wire_density.png
Bar = 20 um. 21 x 13 tiles, from dark blue (low) to red (high), scaled to the fullest tile. Values are wire area over tile area, all layers added.
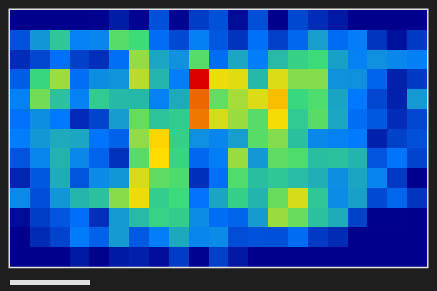
cell_classes.png
Fill, decap, tap and diode cells in gray.
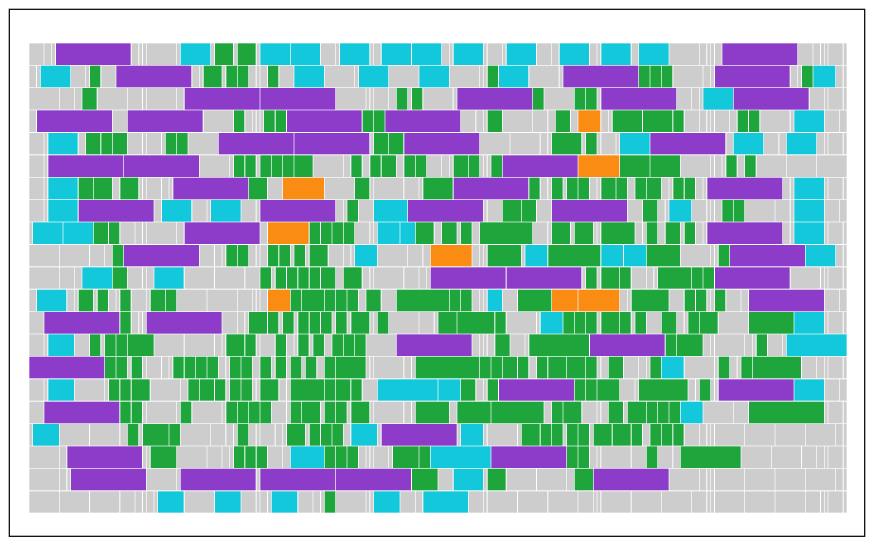
===== config.mk =====
export PLATFORM = sky130hd
export DESIGN_NAME = seg_capture
export DESIGN_NICKNAME = d
export VERILOG_FILES = /design/src/rtl/seg_capture.sv
export SDC_FILE = /design/constraint.sdc
export NUM_CORES = 1
export LEC_CHECK = 0
export ABC_AREA = 1
export CAP_MARGIN = 10
export CORE_ASPECT_RATIO = 0.6
export CORE_MARGIN = 2
export CORE_UTILIZATION = 45
export CTS_CLUSTER_DIAMETER = 60
export DETAILED_ROUTE_END_ITERATION = 10
export GPL_TIMING_DRIVEN = 0
export PLACE_DENSITY_LB_ADDON = 0.12
export SLEW_MARGIN = 25
export SYNTH_ARGS = -nofsm -noshare
export SYNTH_HDL_FRONTEND = slang
export SYNTH_SLANG_ARGS = --single-unit

===== constraint.sdc =====
create_clock -name clock -period 1.7 [get_ports clock]
set_input_delay 0.255 -clock clock [delete_from_list [all_inputs] [get_ports clock]]
set_output_delay 0.255 -clock clock [all_outputs]
set_load 0.02 [all_outputs]

===== src/rtl/seg_capture.sv =====
// Seven-segment capture monitor: samples the multiplexed segment/enable lines,
// waits for each digit slot to settle, and stores the decoded value per slot.
module seg_capture #(
    parameter int N_DIGITS      = 4,
    parameter int STABLE_CYCLES = 4
) (
    input  logic                  clock,
    input  logic                  reset,
    input  logic                  a,
    input  logic                  b,
    input  logic                  c,
    input  logic                  d,
    input  logic                  e,
    input  logic                  f,
    input  logic                  g,
    input  logic                  dp,
    input  logic [N_DIGITS-1:0]   an,
    output logic [4*N_DIGITS-1:0] digits,
    output logic [N_DIGITS-1:0]   valid,
    output logic [N_DIGITS-1:0]   blank,
    output logic [N_DIGITS-1:0]   err,
    output logic [N_DIGITS-1:0]   dp_out,
    output logic                  update,
    output logic [2:0]            update_idx,
    output logic                  conflict
);

    localparam int SW = N_DIGITS + 8;
    localparam int CW = $clog2(STABLE_CYCLES);
    localparam logic [CW-1:0] CNT_LAST = CW'(STABLE_CYCLES - 1);

    typedef enum logic [1:0] {IDLE, SETTLE, HELD} state_t;

    state_t                state_q, state_d;
    logic [CW-1:0]         cnt_q, cnt_d;
    logic [SW-1:0]         samp_q, samp_d;
    logic [4*N_DIGITS-1:0] digits_q, digits_d;
    logic [N_DIGITS-1:0]   valid_q, valid_d;
    logic [N_DIGITS-1:0]   blank_q, blank_d;
    logic [N_DIGITS-1:0]   err_q, err_d;
    logic [N_DIGITS-1:0]   dp_out_q, dp_out_d;
    logic                  update_q, update_d;
    logic [2:0]            update_idx_q, update_idx_d;
    logic                  conflict_q, conflict_d;

    logic [N_DIGITS-1:0] an_new;
    logic [6:0]          seg_new;
    logic                dp_new;
    logic                one_hot_new;
    logic                changed;
    logic                commit;
    logic [2:0]          slot_idx;
    logic [5:0]          dec;

    // Returns {legal, blank, value}.
    function automatic logic [5:0] decode(input logic [6:0] seg);
        case (seg)
            7'b1111110: decode = {2'b10, 4'd0};
            7'b0110000: decode = {2'b10, 4'd1};
            7'b1101101: decode = {2'b10, 4'd2};
            7'b1111001: decode = {2'b10, 4'd3};
            7'b0110011: decode = {2'b10, 4'd4};
            7'b1011011: decode = {2'b10, 4'd5};
            7'b1011111: decode = {2'b10, 4'd6};
            7'b1110000: decode = {2'b10, 4'd7};
            7'b1111111: decode = {2'b10, 4'd8};
            7'b1110011: decode = {2'b10, 4'd9};
            7'b0000000: decode = {2'b01, 4'd0};
            default:    decode = {2'b00, 4'd0};
        endcase
    endfunction

    // The FSM judges the sample being loaded into S against the one it replaces,
    // so state and counter always describe the contents of S after the edge.
    assign samp_d      = {an, a, b, c, d, e, f, g, dp};
    assign an_new      = samp_d[SW-1 -: N_DIGITS];
    assign seg_new     = samp_d[7:1];
    assign dp_new      = samp_d[0];
    assign one_hot_new = $onehot(an_new);
    assign changed     = (samp_d != samp_q);
    assign dec         = decode(seg_new);

    always_comb begin
        // NOTE: every combinational output gets a default first so no path infers a latch.
        state_d = state_q;
        cnt_d   = cnt_q;
        commit  = 1'b0;
        case (state_q)
            IDLE: begin
                if (one_hot_new) begin
                    state_d = SETTLE;
                    cnt_d   = CW'(1);
                end else begin
                    cnt_d = '0;
                end
            end
            SETTLE: begin
                if (changed) begin
                    state_d = one_hot_new ? SETTLE : IDLE;
                    cnt_d   = one_hot_new ? CW'(1) : '0;
                end else if (cnt_q == CNT_LAST) begin
                    commit  = 1'b1;
                    state_d = HELD;
                    cnt_d   = '0;
                end else begin
                    cnt_d = cnt_q + 1'b1;
                end
            end
            HELD: begin
                if (changed) begin
                    state_d = one_hot_new ? SETTLE : IDLE;
                    cnt_d   = one_hot_new ? CW'(1) : '0;
                end
            end
            default: begin
                state_d = IDLE;
                cnt_d   = '0;
            end
        endcase
    end

    always_comb begin
        slot_idx = '0;
        for (int i = 0; i < N_DIGITS; i++) begin
            if (an_new[i]) slot_idx = 3'(i);
        end
    end

    always_comb begin
        digits_d     = digits_q;
        valid_d      = valid_q;
        blank_d      = blank_q;
        err_d        = err_q;
        dp_out_d     = dp_out_q;
        update_d     = commit;
        update_idx_d = commit ? slot_idx : update_idx_q;
        conflict_d   = (an_new != '0) && !one_hot_new;
        for (int i = 0; i < N_DIGITS; i++) begin
            if (commit && an_new[i]) begin
                valid_d[i]  = dec[5];
                blank_d[i]  = dec[4];
                err_d[i]    = !dec[5] && !dec[4];
                dp_out_d[i] = dp_new;
                // An illegal pattern keeps the last good value in the slot.
                if (dec[5] || dec[4]) digits_d[4*i +: 4] = dec[3:0];
            end
        end
    end

    always_ff @(posedge clock or posedge reset) begin
        if (reset) begin
            state_q      <= IDLE;
            cnt_q        <= '0;
            samp_q       <= '0;
            digits_q     <= '0;
            valid_q      <= '0;
            blank_q      <= '0;
            err_q        <= '0;
            dp_out_q     <= '0;
            update_q     <= 1'b0;
            update_idx_q <= '0;
            conflict_q   <= 1'b0;
        end else begin
            // NOTE: non-blocking assignments so every flop samples pre-edge values.
            state_q      <= state_d;
            cnt_q        <= cnt_d;
            samp_q       <= samp_d;
            digits_q     <= digits_d;
            valid_q      <= valid_d;
            blank_q      <= blank_d;
            err_q        <= err_d;
            dp_out_q     <= dp_out_d;
            update_q     <= update_d;
            update_idx_q <= update_idx_d;
            conflict_q   <= conflict_d;
        end
    end

    assign digits     = digits_q;
    assign valid      = valid_q;
    assign blank      = blank_q;
    assign err        = err_q;
    assign dp_out     = dp_out_q;
    assign update     = update_q;
    assign update_idx = update_idx_q;
    assign conflict   = conflict_q;

endmodule

==> results.toml <==
# synthesis and place-and-route metrics
[outcome]
status = "completed"

[timing]
hold_viol_final = 0
rsz0062_at_grt = "yes"
setup_slack_ns = 0.00959
worst_clock_skew_ns = 0.0110
period_used_share = 0.994
slew_viol_final = 0

[synthesis]
synth_async_sr_flop_share = 1.00
synth_top_cell_by_count = "nand2_1"
synth_top_cell_by_area = "dfrtp_1"
syn_area_um2 = 2690
synth_cell_types = 28
synthAoiAreaFrac = 0.0196
synth-simple-area-share = 0.390
topCombFamilyByArea = "simple AND/OR/NAND/NOR gates"
synth_area_per_cell_um2 = 7.83
synthTopCellsByArea = "dfrtp_1, nand2_1, nand3_1"

[global_routing]
grt.overflow.total = 0
grt_pass1_wl_um = 11000
met1_usage = 0.300
grt_pass1_vias = 2302
antenna_found_initial = 0
gr-usage-met2 = 0.318

[power_and_ir_drop]
maxPowerGroup = "sequential cells"
combPwrFrac = 0.162
p_clk_w = 0.000732

[final_layout]
comb_share = 0.371
postLayoutCoreUtil = 0.646
largest_cell_class = "logic gates"
nNonClkBuffers = 66
logic_gates = 250
final-seq-area_um2 = 1300

[routing]
vias_per_cell = 4.83
vias = 2379
drc = 0
drt-initial-drc-count = 120

[worst_setup_path]
crit_end = "err[3]$_DFFE_PP0P_"
slowest_delay_ns = 0.42
critPathKind = "register to register"

[placement]
place_ws_ns = -1.08
gp_congestion = 0.820

[floorplanning]
die_area_um2 = 6620
coreArea_um2 = 5680
die_h_um = 63.8
nWellTaps = 80
io_pins = 51

[cts]
htree_levels = 2
postCtsHoldBufs = 0
clk_pin_slew_worst_paths_ns = 0.11

[min_path]
hold-path-cell-count = 1
## Picture notes: wire_density.png
tiles over half the peak: 17%
densest ninth of the die: middle
nearly empty tiles: 13%
Post-Route WL: 6450 um
Wirelength per Cell: 13.1 um

## Picture notes: cell_classes.png
| color | class | cells | share of their area |
|---|---|---|---|
| purple | flip-flops | 52 | 37% |
| green | all other logic | 287 | 43% |
| cyan | other buffers and delay cells | 66 | 18% |
| orange | clock drivers and dummy loads | 8 | 2.6% |
Row Count: 21
design area: 3660 um^2

kinds of logic (layout without fill, tap and decap cells):
kind of cell | after synthesis | in the layout
other | 1 | 1
DFF | 52 | 52
xor gates and xnor gates | 5 | 5
and+or+nand+nor | 228 | 229
buffers and inverters | 42 | 111
adders and majority gates | 5 | 5
AOI/OAI and AO/OA | 10 | 10
sequential cells by signal (all words and copies together), names as in the netlist:
| signal | count |
|---|---|
| blank | 4 |
| cnt_q | 2 |
| conflict | 1 |
| digits | 16 |
| dp_out | 4 |
| err | 4 |
| samp_q | 12 |
| state_q | 2 |
| update | 1 |
| update_idx | 2 |
| valid | 4 |
